### src/rtl/vwb_pkg.sv
// vwb_pkg: shared sizing, entry record and FSM states for the victim writeback buffer
`ifndef ADDR_WIDTH
`define ADDR_WIDTH 32
`endif
package vwb_pkg;
  localparam int VWB_INDEX_WIDTH = 5;
  localparam int VWB_SET_SIZE    = 2;
  localparam int VWB_TAG_WIDTH   = 23;
  localparam int VWB_LINE_WORDS  = 4;
  localparam int VWB_ENTRIES     = 4;
  localparam int WORD_BITS       = $clog2(VWB_LINE_WORDS);
  localparam int PTR_BITS        = $clog2(VWB_ENTRIES);
  typedef struct packed {
    logic [VWB_TAG_WIDTH-1:0]    tag;
    logic [VWB_INDEX_WIDTH-1:0]  index;
    logic [VWB_SET_SIZE-1:0]     way;
    logic [32*VWB_LINE_WORDS-1:0] data;
  } vwb_entry_t;
  typedef enum logic {IDLE, SEND} vwb_state_e;
endpackage

### src/rtl/vwb_match.sv
// vwb_match: parallel {index,tag} probe over live FIFO entries, youngest match wins
module vwb_match
  import vwb_pkg::*;
(
  input  vwb_entry_t                    entries [VWB_ENTRIES],
  input  logic [PTR_BITS-1:0]           head,
  input  logic [PTR_BITS:0]             count,
  input  logic [VWB_INDEX_WIDTH-1:0]    index,
  input  logic [VWB_TAG_WIDTH-1:0]      tag,
  output logic                          hit,
  output logic [32*VWB_LINE_WORDS-1:0]  data
);
  logic unused_way;
  assign unused_way = ^entries[head].way;
  // walk oldest to youngest so later matches overwrite earlier ones
  always_comb begin
    hit  = 1'b0;
    data = '0;
    for (int k = 0; k < VWB_ENTRIES; k++) begin
      if ((PTR_BITS+1)'(k) < count &&
          entries[head + PTR_BITS'(k)].index == index &&
          entries[head + PTR_BITS'(k)].tag == tag) begin
        hit  = 1'b1;
        data = entries[head + PTR_BITS'(k)].data;
      end
    end
  end
endmodule

### src/rtl/victim_writeback_buffer.sv
// victim_writeback_buffer: FIFO of dirty victims drained as word-serial write bursts.
// Define VWB_FORWARD_EN to build the miss-path lookup; otherwise lookup outputs are tied 0.
module victim_writeback_buffer
  import vwb_pkg::*;
#(
  parameter int INDEX_WIDTH = VWB_INDEX_WIDTH,
  parameter int SET_SIZE    = VWB_SET_SIZE,
  parameter int TAG_WIDTH   = VWB_TAG_WIDTH,
  parameter int LINE_WORDS  = VWB_LINE_WORDS,
  parameter int ENTRIES     = VWB_ENTRIES
) (
  input  logic                      clk,
  input  logic                      rst_n,
  input  logic                      evict_valid,
  output logic                      evict_ready,
  input  logic                      evict_dirty,
  input  logic [INDEX_WIDTH-1:0]    evict_index,
  input  logic [SET_SIZE-1:0]       evict_way,
  input  logic [TAG_WIDTH-1:0]      evict_tag,
  input  logic [32*LINE_WORDS-1:0]  evict_data,
  output logic                      mem_wvalid,
  input  logic                      mem_wready,
  output logic [`ADDR_WIDTH-1:0]    mem_waddr,
  output logic [31:0]               mem_wdata,
  output logic                      mem_wlast,
  input  logic [INDEX_WIDTH-1:0]    lookup_index,
  input  logic [TAG_WIDTH-1:0]      lookup_tag,
  output logic                      lookup_hit,
  output logic [32*LINE_WORDS-1:0]  lookup_data,
  output logic                      empty
);
  localparam int CW = PTR_BITS + 1;
  vwb_state_e state_q, state_d;
  logic [WORD_BITS-1:0] beat_q, beat_d;
  logic [PTR_BITS-1:0] head_q, head_d, tail_q, tail_d;
  logic [PTR_BITS:0] count_q, count_d;
  vwb_entry_t entries_q [VWB_ENTRIES];
  vwb_entry_t head_e, entry_d;
  logic push, pop, send, unused_ok;
  assign head_e      = entries_q[head_q];
  assign entry_d     = '{tag: evict_tag, index: evict_index, way: evict_way, data: evict_data};
  assign send        = state_q == SEND;
  // full check uses the registered count, so a same-cycle pop never frees a slot
  assign evict_ready = count_q != CW'(VWB_ENTRIES);
  assign push        = evict_valid && evict_ready && evict_dirty;
  assign pop         = send && mem_wready && mem_wlast;
  assign mem_wvalid  = send;
  assign mem_wlast   = send && beat_q == WORD_BITS'(VWB_LINE_WORDS-1);
  assign mem_waddr   = send ? {head_e.tag, head_e.index, beat_q, 2'b00} : '0;
  assign mem_wdata   = send ? head_e.data[{beat_q, 5'd0} +: 32] : '0;
  assign empty       = count_q == '0 && state_q == IDLE;
  always_comb begin
    head_d  = head_q + PTR_BITS'(pop);
    tail_d  = tail_q + PTR_BITS'(push);
    count_d = count_q + CW'(push) - CW'(pop);
    state_d = send ? (pop ? IDLE : SEND) : (count_q != '0 ? SEND : IDLE);
    beat_d  = send ? (pop ? '0 : beat_q + WORD_BITS'(mem_wready)) : '0;
  end
  always_ff @(posedge clk) begin
    if (!rst_n) begin
      state_q <= IDLE;
      beat_q  <= '0;
      head_q  <= '0;
      tail_q  <= '0;
      count_q <= '0;
    end else begin
      state_q <= state_d;
      beat_q  <= beat_d;
      head_q  <= head_d;
      tail_q  <= tail_d;
      count_q <= count_d;
    end
  end
  always_ff @(posedge clk) begin
    if (push) entries_q[tail_q] <= entry_d;
  end
`ifdef VWB_FORWARD_EN
  vwb_match u_match (
    .entries (entries_q),
    .head    (head_q),
    .count   (count_q),
    .index   (lookup_index),
    .tag     (lookup_tag),
    .hit     (lookup_hit),
    .data    (lookup_data)
  );
  assign unused_ok = ^head_e.way;
`else
  assign lookup_hit  = 1'b0;
  assign lookup_data = '0;
  assign unused_ok   = ^{head_e.way, lookup_index, lookup_tag};
`endif
endmodule
### config.mk
export PLATFORM = sky130hd
export DESIGN_NAME = victim_writeback_buffer
export DESIGN_NICKNAME = d
export VERILOG_FILES = /design/src/rtl/vwb_pkg.sv /design/src/rtl/vwb_match.sv /design/src/rtl/victim_writeback_buffer.sv
export SDC_FILE = /design/constraint.sdc
export NUM_CORES = 1
export LEC_CHECK = 0
export CAP_MARGIN = 0
export CORE_MARGIN = 4
export CORE_UTILIZATION = 30
export CTS_BUF_LIST = sky130_fd_sc_hd__clkbuf_8
export CTS_CLUSTER_DIAMETER = 40
export DETAILED_ROUTE_END_ITERATION = 10
export SETUP_SLACK_MARGIN = 0.1
export SLEW_MARGIN = 20
export SYNTH_ARGS = -nofsm -noshare
export SYNTH_HDL_FRONTEND = slang
export SYNTH_SLANG_ARGS = --single-unit
### constraint.sdc
create_clock -name clk -period 24.7 [get_ports clk]
set_input_delay 4.94 -clock clk [delete_from_list [all_inputs] [get_ports clk]]
set_output_delay 4.94 -clock clk [all_outputs]
set_load 0.05 [all_outputs]
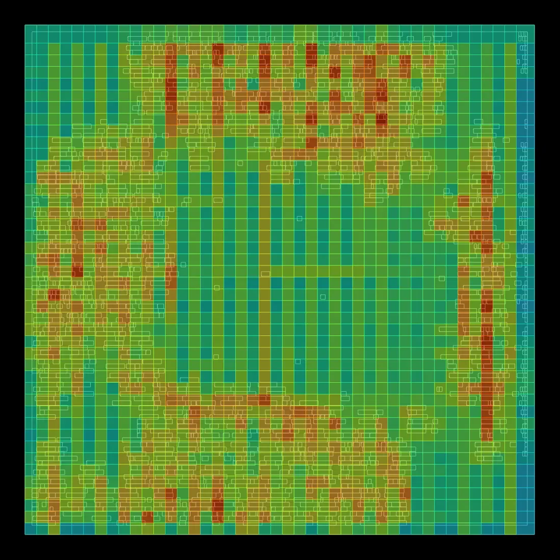
final_congestion.png
mean routed wirelength per cell: 20.0 um
met2 Use GR: 21.3%

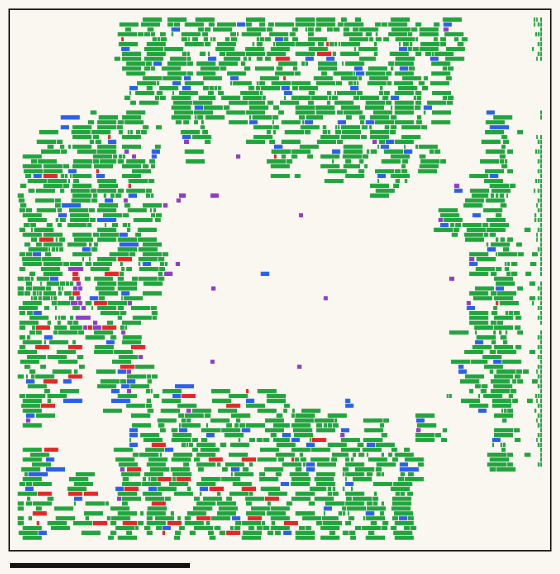
drive_strength.png
Scale bar: 100 um.
size	colour	cells	share
drive 1 or less	green	1530	87%
drive 3 to 4	purple	46	2.6%
drive 2	red	58	3.3%
drive 6 and up	blue	126	7.2%

==> impl_metrics.env <==
# physical design summary
export IMPL_design_area_mm2=0.0308
export IMPL_top_cells_by_area="edfxtp_1, mux2i_1, buf_4, mux4_2, a22oi_1"
export IMPL_largest_class="registers"
export IMPL_gp_congestion=0.705
export IMPL_relSlewSlack_pct=33.8
export IMPL_tap_cells=1144
export IMPL_muxShareOfSynthArea_pct=13.0
export IMPL_vdd_ir_drop_max_mv=0.0471
export IMPL_p_per_area_mw_per_mm2=77.4
export IMPL_nNonClkInverters=2
export IMPL_area_growth_pct=20.0
export IMPL_lay_top_cells="edfxtp_1, clkdlybuf4s50_1, mux2i_1"
export IMPL_htree_num_levels=3
export IMPL_utilization_pct=36.2
export IMPL_core_mm2=0.0850
export IMPL_dieWidth_um=300
export IMPL_avgViaCountPerCell=4.41
export IMPL_fmax_ghz=0.0939
export IMPL_sh_seq_area_pct=61.5
export IMPL_critPathMaxStageDelay_ps=830
export IMPL_synth_top_cells_by_count="edfxtp_1, mux2i_1, buf_4"
export IMPL_clock_skew_ps=31.0
export IMPL_top_cell="edfxtp_1"
export IMPL_grt_max_degree=59
export IMPL_cts_buffers=107
export IMPL_fillCellCount=7961
export IMPL_compound_area_share_pct=3.04
export IMPL_endpoint_kind="output pin"
export IMPL_synth_top_area_share_pct=73.0
export IMPL_crit_buf_inv=4
export IMPL_rsz0062_at_grt="false"
export IMPL_setup_tns_ps=0
export IMPL_die_y_um=300
export IMPL_ys_warn_count=0
export IMPL_top_area_cell="edfxtp_1"
export IMPL_whs_path_depth=2
export IMPL_fp_util_pct=30.2
export IMPL_port_buffers=226
export IMPL_synthFlopType="edfxtp_1"
export IMPL_seq_cell_count=634
export IMPL_warnings=56
export IMPL_grt_pass1_wl_mm=84.9
export IMPL_combGateArea_mm2=0.00569
export IMPL_finalHoldViolCount=0
export IMPL_drt_initial_drc_count=688
export IMPL_synth_flops=634
export IMPL_largest_reg_flops=624
export IMPL_fin_total_pwr_w=0.00238
export IMPL_adder_share_pct=0.224
export IMPL_antenna_cells=9
export IMPL_ys_seq_share_pct=73.8
export IMPL_holdWs_ps=622
export IMPL_crit_slowest_cell="buf_4"
export IMPL_worst_slew_pin_transition_ps=993
export IMPL_ys_cells=1382
export IMPL_synth_xor_area_share_pct=0.239
export IMPL_post_cts_buffers=0
export IMPL_cp_top_family="buffers and inverters"
export IMPL_status="finished, final reports clean"
export IMPL_postSynthCellCount=1382
export IMPL_maxCapViolations=0
export IMPL_finalCriticalPeriod_ps=10650
export IMPL_wl_mm=58.3
export IMPL_grt_usage_pct=12.6
export IMPL_cts_root_buf="clkbuf_8"
final timing paths:
kind              startpoint      endpoint
setup / recovery   head_q[0]  mem_wdata[0]
hold / removal    count_q[1]    mem_wvalid
setup reg to reg   beat_q[0]    count_q[2]
hold reg to reg   count_q[1]    mem_wvalid
power by group:
group / switching [W] / total (W) / leakage, nW / internal [W]
clock: 0.000417 / 0.000953 / 1.20 / 0.000536
combinational: 0.000148 / 0.000209 / 2.80 / 0.0000617
sequential: 0.00000728 / 0.00122 / 5.75 / 0.00121
routing by layer:
| metal | global-route usage [%] | part of all wire (%) | routed length (um) |
|---|---|---|---|
| met4 | 3.91 | 1.8 | 1050 |
| met3 | 3.56 | 6.8 | 3930 |
| met1 | 15.7 | 42 | 24700 |
| met2 | 21.3 | 49 | 28500 |
| met5 | 0 | 0.074 | 43 |
No activity file was given, so power comes from the tool's default toggle rates.
